[config.mk]
export PLATFORM = sky130hd
export DESIGN_NAME = dot_product_engine
export DESIGN_NICKNAME = d
export VERILOG_FILES = /design/src/rtl/dot_product_engine.sv
export SDC_FILE = /design/constraint.sdc
export NUM_CORES = 1
export LEC_CHECK = 0
export ABC_CLOCK_PERIOD_IN_PS = 5600
export CORE_MARGIN = 10
export CORE_UTILIZATION = 50
export CTS_CLUSTER_DIAMETER = 30
export DETAILED_ROUTE_END_ITERATION = 16
export PLACE_DENSITY_LB_ADDON = 0.2
export RECOVER_POWER = 50
export SKIP_LAST_GASP = 1
export SYNTH_ARGS = -nofsm -noshare
export SYNTH_HDL_FRONTEND = slang
export SYNTH_SLANG_ARGS = --single-unit
export TNS_END_PERCENT = 100
[constraint.sdc]
create_clock -name clk -period 5.6 [get_ports clk]
set_input_delay 0.84 -clock clk [delete_from_list [all_inputs] [get_ports clk]]
set_output_delay 0.84 -clock clk [all_outputs]
set_load 0.02 [all_outputs]
[src/rtl/dot_product_engine.sv]
// Multi-lane pipelined dot-product engine: products, lane-sum tree, accumulate, then result hold.
// Optional saturation of the result and the overflow flag are built when DOT_SATURATE_EN is defined.
module dot_product_engine #(
  parameter int unsigned DATA_WIDTH   = 8,
  parameter int unsigned LANES        = 4,
  parameter int unsigned MAX_BEATS    = 16,
  parameter int unsigned BEAT_W       = $clog2(MAX_BEATS) + 1,
  parameter int unsigned RESULT_WIDTH = 2*DATA_WIDTH + $clog2(LANES*MAX_BEATS) + 1
) (
  input  logic                        clk,
  input  logic                        rst_n,
  input  logic [LANES*DATA_WIDTH-1:0] data_from_mem1,
  input  logic [LANES*DATA_WIDTH-1:0] data_from_mem2,
  input  logic                        data_valid,
  output logic                        data_ready,
  input  logic [BEAT_W-1:0]           vec_len,
  input  logic                        signed_mode,
  output logic [RESULT_WIDTH-1:0]     dot_product_result,
  output logic                        result_valid,
  input  logic                        result_ready,
  output logic                        processing_done,
  output logic                        result_overflow
);

  localparam int unsigned PW = 2*DATA_WIDTH;
`ifdef DOT_SATURATE_EN
  localparam int unsigned ACC_W = RESULT_WIDTH + 1;
`else
  localparam int unsigned ACC_W = RESULT_WIDTH;
`endif

  logic                    run_q, run_d;
  logic                    adv, accept, is_first, is_last, eff_sign;
  logic [BEAT_W-1:0]       cnt_q, cnt_d, len_q, len_d, clamped_len, eff_len;
  logic                    sign_q, sign_d;
  logic [DATA_WIDTH-1:0]   a_l, b_l;
  logic [PW-1:0]           a_x, b_x;
  logic [PW-1:0]           prod_q [LANES];
  logic [PW-1:0]           prod_d [LANES];
  logic                    s1_valid_q, s1_valid_d, s1_first_q, s1_first_d;
  logic                    s1_last_q, s1_last_d, s1_signed_q, s1_signed_d;
  logic [ACC_W-1:0]        lane_sum;
  logic [ACC_W-1:0]        s2_sum_q, s2_sum_d;
  logic                    s2_valid_q, s2_valid_d, s2_first_q, s2_first_d;
  logic                    s2_last_q, s2_last_d, s2_signed_q, s2_signed_d;
  logic [ACC_W-1:0]        acc_q, acc_d;
  logic                    s3_done_q, s3_done_d;
  logic [RESULT_WIDTH-1:0] res_q, res_d, load_val;
  logic                    rv_q, rv_d, done_q, done_d, load_ovf;

  // Whole pipeline stalls only while a finished result waits on the consumer.
  assign adv        = !(rv_q && !result_ready);
  assign data_ready = run_q && adv;
  assign accept     = data_valid && data_ready;

  // Beat counter, per-vector length/mode capture and the product stage.
  always_comb begin
    run_d       = 1'b1;
    cnt_d       = cnt_q;
    len_d       = len_q;
    sign_d      = sign_q;
    a_l         = '0;
    b_l         = '0;
    a_x         = '0;
    b_x         = '0;
    clamped_len = vec_len;
    if (vec_len == '0) begin
      clamped_len = BEAT_W'(1);
    end else if (vec_len > BEAT_W'(MAX_BEATS)) begin
      clamped_len = BEAT_W'(MAX_BEATS);
    end
    is_first = (cnt_q == '0);
    eff_len  = is_first ? clamped_len : len_q;
    eff_sign = is_first ? signed_mode : sign_q;
    is_last  = (cnt_q == BEAT_W'(eff_len - BEAT_W'(1)));
    if (accept) begin
      cnt_d = is_last ? '0 : BEAT_W'(cnt_q + BEAT_W'(1));
      if (is_first) begin
        len_d  = clamped_len;
        sign_d = signed_mode;
      end
    end
    s1_valid_d  = s1_valid_q;
    s1_first_d  = s1_first_q;
    s1_last_d   = s1_last_q;
    s1_signed_d = s1_signed_q;
    for (int i = 0; i < LANES; i++) begin
      prod_d[i] = prod_q[i];
    end
    if (adv) begin
      s1_valid_d  = accept;
      s1_first_d  = is_first;
      s1_last_d   = is_last;
      s1_signed_d = eff_sign;
      // Operands are extended to full product width so one multiplier serves both modes.
      for (int i = 0; i < LANES; i++) begin
        a_l       = data_from_mem1[i*DATA_WIDTH +: DATA_WIDTH];
        b_l       = data_from_mem2[i*DATA_WIDTH +: DATA_WIDTH];
        a_x       = {{DATA_WIDTH{eff_sign & a_l[DATA_WIDTH-1]}}, a_l};
        b_x       = {{DATA_WIDTH{eff_sign & b_l[DATA_WIDTH-1]}}, b_l};
        prod_d[i] = a_x * b_x;
      end
    end
  end

  // Lane-sum tree and accumulator stages.
  always_comb begin
    lane_sum    = '0;
    s2_sum_d    = s2_sum_q;
    s2_valid_d  = s2_valid_q;
    s2_first_d  = s2_first_q;
    s2_last_d   = s2_last_q;
    s2_signed_d = s2_signed_q;
    acc_d       = acc_q;
    s3_done_d   = s3_done_q;
    for (int i = 0; i < LANES; i++) begin
      lane_sum = lane_sum + ACC_W'($signed({s1_signed_q & prod_q[i][PW-1], prod_q[i]}));
    end
    if (adv) begin
      s2_sum_d    = lane_sum;
      s2_valid_d  = s1_valid_q;
      s2_first_d  = s1_first_q;
      s2_last_d   = s1_last_q;
      s2_signed_d = s1_signed_q;
      s3_done_d   = s2_valid_q && s2_last_q;
      if (s2_valid_q) begin
        acc_d = s2_first_q ? s2_sum_q : ACC_W'(acc_q + s2_sum_q);
      end
    end
  end

`ifdef DOT_SATURATE_EN
  logic s3_signed_q, s3_signed_d, ovf_q, ovf_d;

  // Clamp the one-bit-wider accumulator into the result range for the vector's mode.
  always_comb begin
    s3_signed_d = adv ? s2_signed_q : s3_signed_q;
    load_val    = acc_q[RESULT_WIDTH-1:0];
    if (s3_signed_q) begin
      load_ovf = acc_q[ACC_W-1] ^ acc_q[ACC_W-2];
      if (load_ovf) begin
        load_val = acc_q[ACC_W-1] ? {1'b1, {(RESULT_WIDTH-1){1'b0}}}
                                  : {1'b0, {(RESULT_WIDTH-1){1'b1}}};
      end
    end else begin
      load_ovf = acc_q[ACC_W-1];
      if (load_ovf) begin
        load_val = '1;
      end
    end
  end
`else
  logic s2_signed_unused;

  assign s2_signed_unused = s2_signed_q;
  assign load_val         = acc_q;
  assign load_ovf         = 1'b0;
`endif

  // Result hold register and handoff pulse.
  always_comb begin
    res_d  = res_q;
    rv_d   = rv_q && !result_ready;
    done_d = rv_q && result_ready;
    if (adv && s3_done_q) begin
      res_d = load_val;
      rv_d  = 1'b1;
    end
  end

`ifdef DOT_SATURATE_EN
  assign ovf_d = (adv && s3_done_q) ? load_ovf : ovf_q;

  always_ff @(posedge clk or negedge rst_n) begin
    if (!rst_n) begin
      s3_signed_q <= 1'b0;
      ovf_q       <= 1'b0;
    end else begin
      s3_signed_q <= s3_signed_d;
      ovf_q       <= ovf_d;
    end
  end

  assign result_overflow = ovf_q;
`else
  logic load_ovf_unused;

  assign load_ovf_unused = load_ovf;
  assign result_overflow = 1'b0;
`endif

  always_ff @(posedge clk or negedge rst_n) begin
    if (!rst_n) begin
      run_q       <= 1'b0;
      cnt_q       <= '0;
      len_q       <= '0;
      sign_q      <= 1'b0;
      for (int i = 0; i < LANES; i++) begin
        prod_q[i] <= '0;
      end
      s1_valid_q  <= 1'b0;
      s1_first_q  <= 1'b0;
      s1_last_q   <= 1'b0;
      s1_signed_q <= 1'b0;
      s2_sum_q    <= '0;
      s2_valid_q  <= 1'b0;
      s2_first_q  <= 1'b0;
      s2_last_q   <= 1'b0;
      s2_signed_q <= 1'b0;
      acc_q       <= '0;
      s3_done_q   <= 1'b0;
      res_q       <= '0;
      rv_q        <= 1'b0;
      done_q      <= 1'b0;
    end else begin
      run_q       <= run_d;
      cnt_q       <= cnt_d;
      len_q       <= len_d;
      sign_q      <= sign_d;
      for (int i = 0; i < LANES; i++) begin
        prod_q[i] <= prod_d[i];
      end
      s1_valid_q  <= s1_valid_d;
      s1_first_q  <= s1_first_d;
      s1_last_q   <= s1_last_d;
      s1_signed_q <= s1_signed_d;
      s2_sum_q    <= s2_sum_d;
      s2_valid_q  <= s2_valid_d;
      s2_first_q  <= s2_first_d;
      s2_last_q   <= s2_last_d;
      s2_signed_q <= s2_signed_d;
      acc_q       <= acc_d;
      s3_done_q   <= s3_done_d;
      res_q       <= res_d;
      rv_q        <= rv_d;
      done_q      <= done_d;
    end
  end

  assign dot_product_result = res_q;
  assign result_valid       = rv_q;
  assign processing_done    = done_q;

endmodule

Figure 1. Sequential cells grouped by signal name.
Scale: 1.5 px per um. Other sequential cells in the stronger gray, the rest of the logic in the fainter gray.
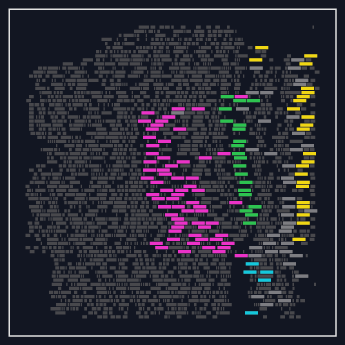
cnt_q: marked cyan, sequential cells 5, where lower right. dot_product_result: marked yellow, sequential cells 23. s2_sum_q: marked green, sequential cells 20. prod_q: marked magenta, sequential cells 64.

Figure 2. Clock nets.
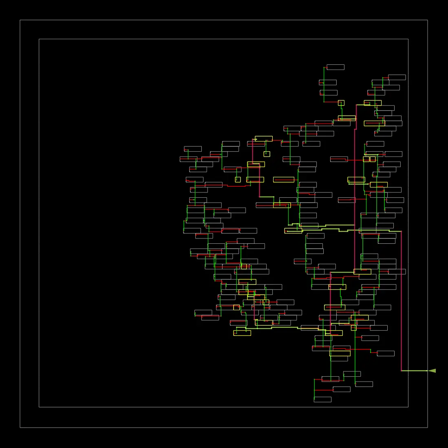
Clock buffer cells: 18
power drawn by the clock network: 0.00124 W

Figure 3. Signal metal coverage by tile.
Scale: 1.5 px per um. The die is cut into 22 by 22 equal tiles; black is low, pale yellow is high, scaled to the fullest tile. Values are wire area over tile area, all layers added.
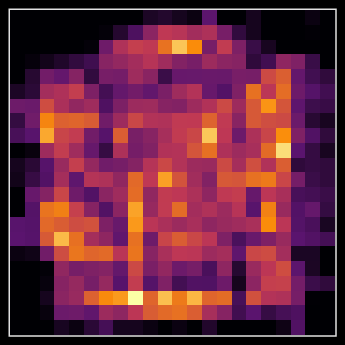
The densest ninth of the die: center. The fullest tile reaches 0.46. 23% of the tiles are over half the peak. The mean over all tiles is 0.15. 14% of the tiles are nearly empty. The emptiest ninth of the die: upper left.

==> results.txt <==
The synthesis and place-and-route flow finished, so here is a summary.

The ratio of total power to cell area came out at 639 nW/um^2. The cell occurring most often along the worst timing path is sky130_fd_sc_hd__fa_1. The detailed-routed wire length on met2 came out at 21.7 mm. The worst setup path is captured at a flip-flop. The initial antenna violation count is 0. The commonest cells after synthesis are sky130_fd_sc_hd__inv_1 (347), sky130_fd_sc_hd__nand2_1 (306), sky130_fd_sc_hd__fa_1 (288). In this run switching power makes up 46.0% of total power. The number of cells in Yosys stat came out at 2088. Per the synthesis report, the AND-OR/OR-AND share of the synthesized area is 8.58%. Post-CTS repair changed the size of 51 cells.

The area used by multi-input combinational logic is 14500 um^2. The total number of sequential cells is 152. Before placement the cells fill 50.4% of the core. The count of endpoints failing hold in the final timing report is 0.

In the layout the commonest cells are sky130_fd_sc_hd__inv_1 (333), sky130_fd_sc_hd__nand2_1 (296), sky130_fd_sc_hd__fa_1 (285). The number of remaining DRC errors is 0. The number of logic inverters in the finished layout came out at 347. The count of fill cells added during filler insertion came out at 3270. The aggregate routed wire length came out at 44.7 mm. Per the GRT log, the top usage layer is met2.

The group that draws the most power in this run is combinational cells. The critical path arrival is 6.05 ns. The number of placed instances, taps included, is 2859. The critical-path cell with the highest stage delay is sky130_fd_sc_hd__fa_1. The total negative slack for setup checks is -1.02 ns. The finished design was reported to have a net count of 2927. The post-layout utilization of the core came out at 61.8%. The critical path is of the flip-flop to flip-flop type. After layout, the minimum clock period comes to 5.76 ns.

The sequential standard cell area is 3800 um^2. The number of tap instances is 518. Input and output buffers added on the ports amount to 99.

The class of the tightest hold or removal check is flip-flop to flip-flop. The number of primary I/O pins came out at 101. Setup repair after global routing could not meet its margin everywhere.

The maximum single-stage delay on the critical path came out at 0.54 ns. The proportion of synthesized flip-flops having asynchronous set or reset came out at 100%. The final-layout worst hold slack came out at 0.473 ns.

After layout the signal buffers, clock cells excluded, come to 11.9% of cell area. The global-route usage over all layers is 19.6%. The clock insertion delay at the later pin of the skew report is 0.44 ns. The area fraction of clock buffers and clock inverters came out at 2.66%. The register clock-pin slew on the reported worst setup and hold paths is 0.06 ns. The global routing usage on met3 came out at 3.31%. The proportion of cell area occupied by registers came out at 16.0%. Counting every instance in the synthesized netlist gives 2088. In this run the tools logged warnings totalling 34.

The routed wirelength on the met1 layer is recorded as 20.2 mm. The floorplan row count is 72. The number of routed nets with antenna violations is 0. The post-synthesis share of cell area spent on full adders, half adders and majority gates came out at 41.1%. Summed over all layers, the global routing overflow is 0. The number of buffers created by CTS came out at 17. In the post-synthesis netlist, the biggest area contributors are sky130_fd_sc_hd__fa_1 (30%), sky130_fd_sc_hd__dfrtp_1 (20%), sky130_fd_sc_hd__ha_1 (11%). The cell area that synthesis handed to floorplanning was 19400 um^2. For reference, the post-synthesis area per instance comes to 9.28 um^2. The H-tree was split into 4 levels. The final cycle utilization of the critical path came out at 103%. The highest net fanout along the worst path is 7. Pins over their slew limit in the final report were tallied at 106. The portion of total power attributed to the clock network is 8.2%. The final routed wire length divided by cell count is 15.3 um. The final reports fail on max-capacitance violations, max-slew violations, negative setup slack. The flow ran to the end, but the final reports show violations.

The wire length of the first global-routing pass came out at 76.7 mm. The smallest setup slack after layout is -0.163 ns. The synthesized netlist has a Yosys-reported chip area of 19400 um^2. In the synthesized netlist, the dominant kind of combinational cell is adder cells.

The worst-case vdd ir drop came out at 0.000540 V. The achievable frequency came out at 174 MHz. The final design was reported to hold multi-input combinational gates totalling 1531. The layout buffer count excluding clock buffers is 340. The number of maximum-capacitance violations is 1.

The leakage power figure came out at 11.9 nW. The number of hold buffers added after CTS is 0. The combinational power came out at 0.0119 W. The switching power total is 0.00699 W. Of the total power, combinational logic draws 78.2%. The worst clock skew came out at 0.0127 ns. The setup-violating endpoint count in the final report came out at 12. The overall die height came out at 217 um. The met1 routing resource usage after global routing is 25.9%. The worst-case clock buffer depth came out at 2. The fraction of post-synthesis cell area in the top cell type by area is 29.8%.

The combinational share of cell area came out at 61.2%. The number of antenna repair diodes is 0.
Figure 4. Sizing map.
Scale: 2 px per um.
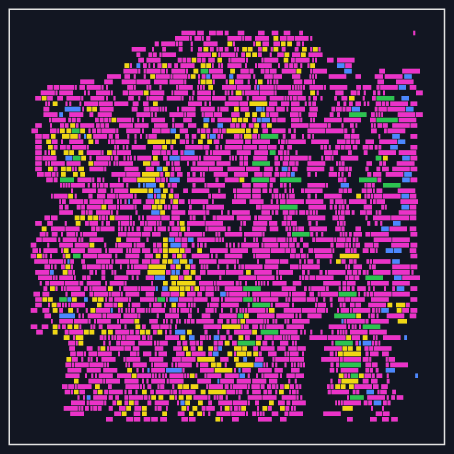
x1 and smaller: marked magenta, cells 1995. x3 and x4: marked yellow, cells 278. x6 and larger: marked green, cells 34. x2: marked blue, cells 94.

Figure 5. M3 wires.
Scale: 2 px per um.
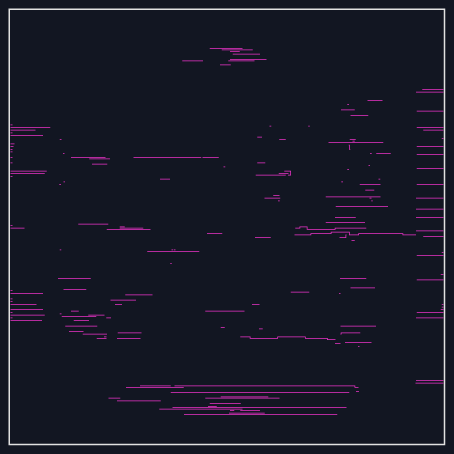
The wires run mostly horizontal. The layer holds 4.3% of the routed length. The layer carries 1900 um of wire.

## flip-flops by register name (all words and copies together) (netlist names), 5 cells and up
name                flops
cnt_q                   5
dot_product_result     23
s2_sum_q               20
prod_q                 64
acc_q                  23
len_q                   5
## final timing paths
check / cells past startpoint / startpoint / endpoint / slack [ns]
min in group asynchronous: 1 / rst_n / len_q[2] / 1.14
worst min-delay path: 2 / s2_last_q / s2_last_q / 0.47
worst max register to register: 25 / cnt_q[0] / prod_q[31] / -0.16
worst min register to register: 2 / s2_last_q / s2_last_q / 0.47
max in group asynchronous: 2 / rst_n / dot_product_result[20] / 2.21
worst max-delay path: 25 / cnt_q[0] / prod_q[31] / -0.16
Power is estimated from default activity; no workload was simulated.
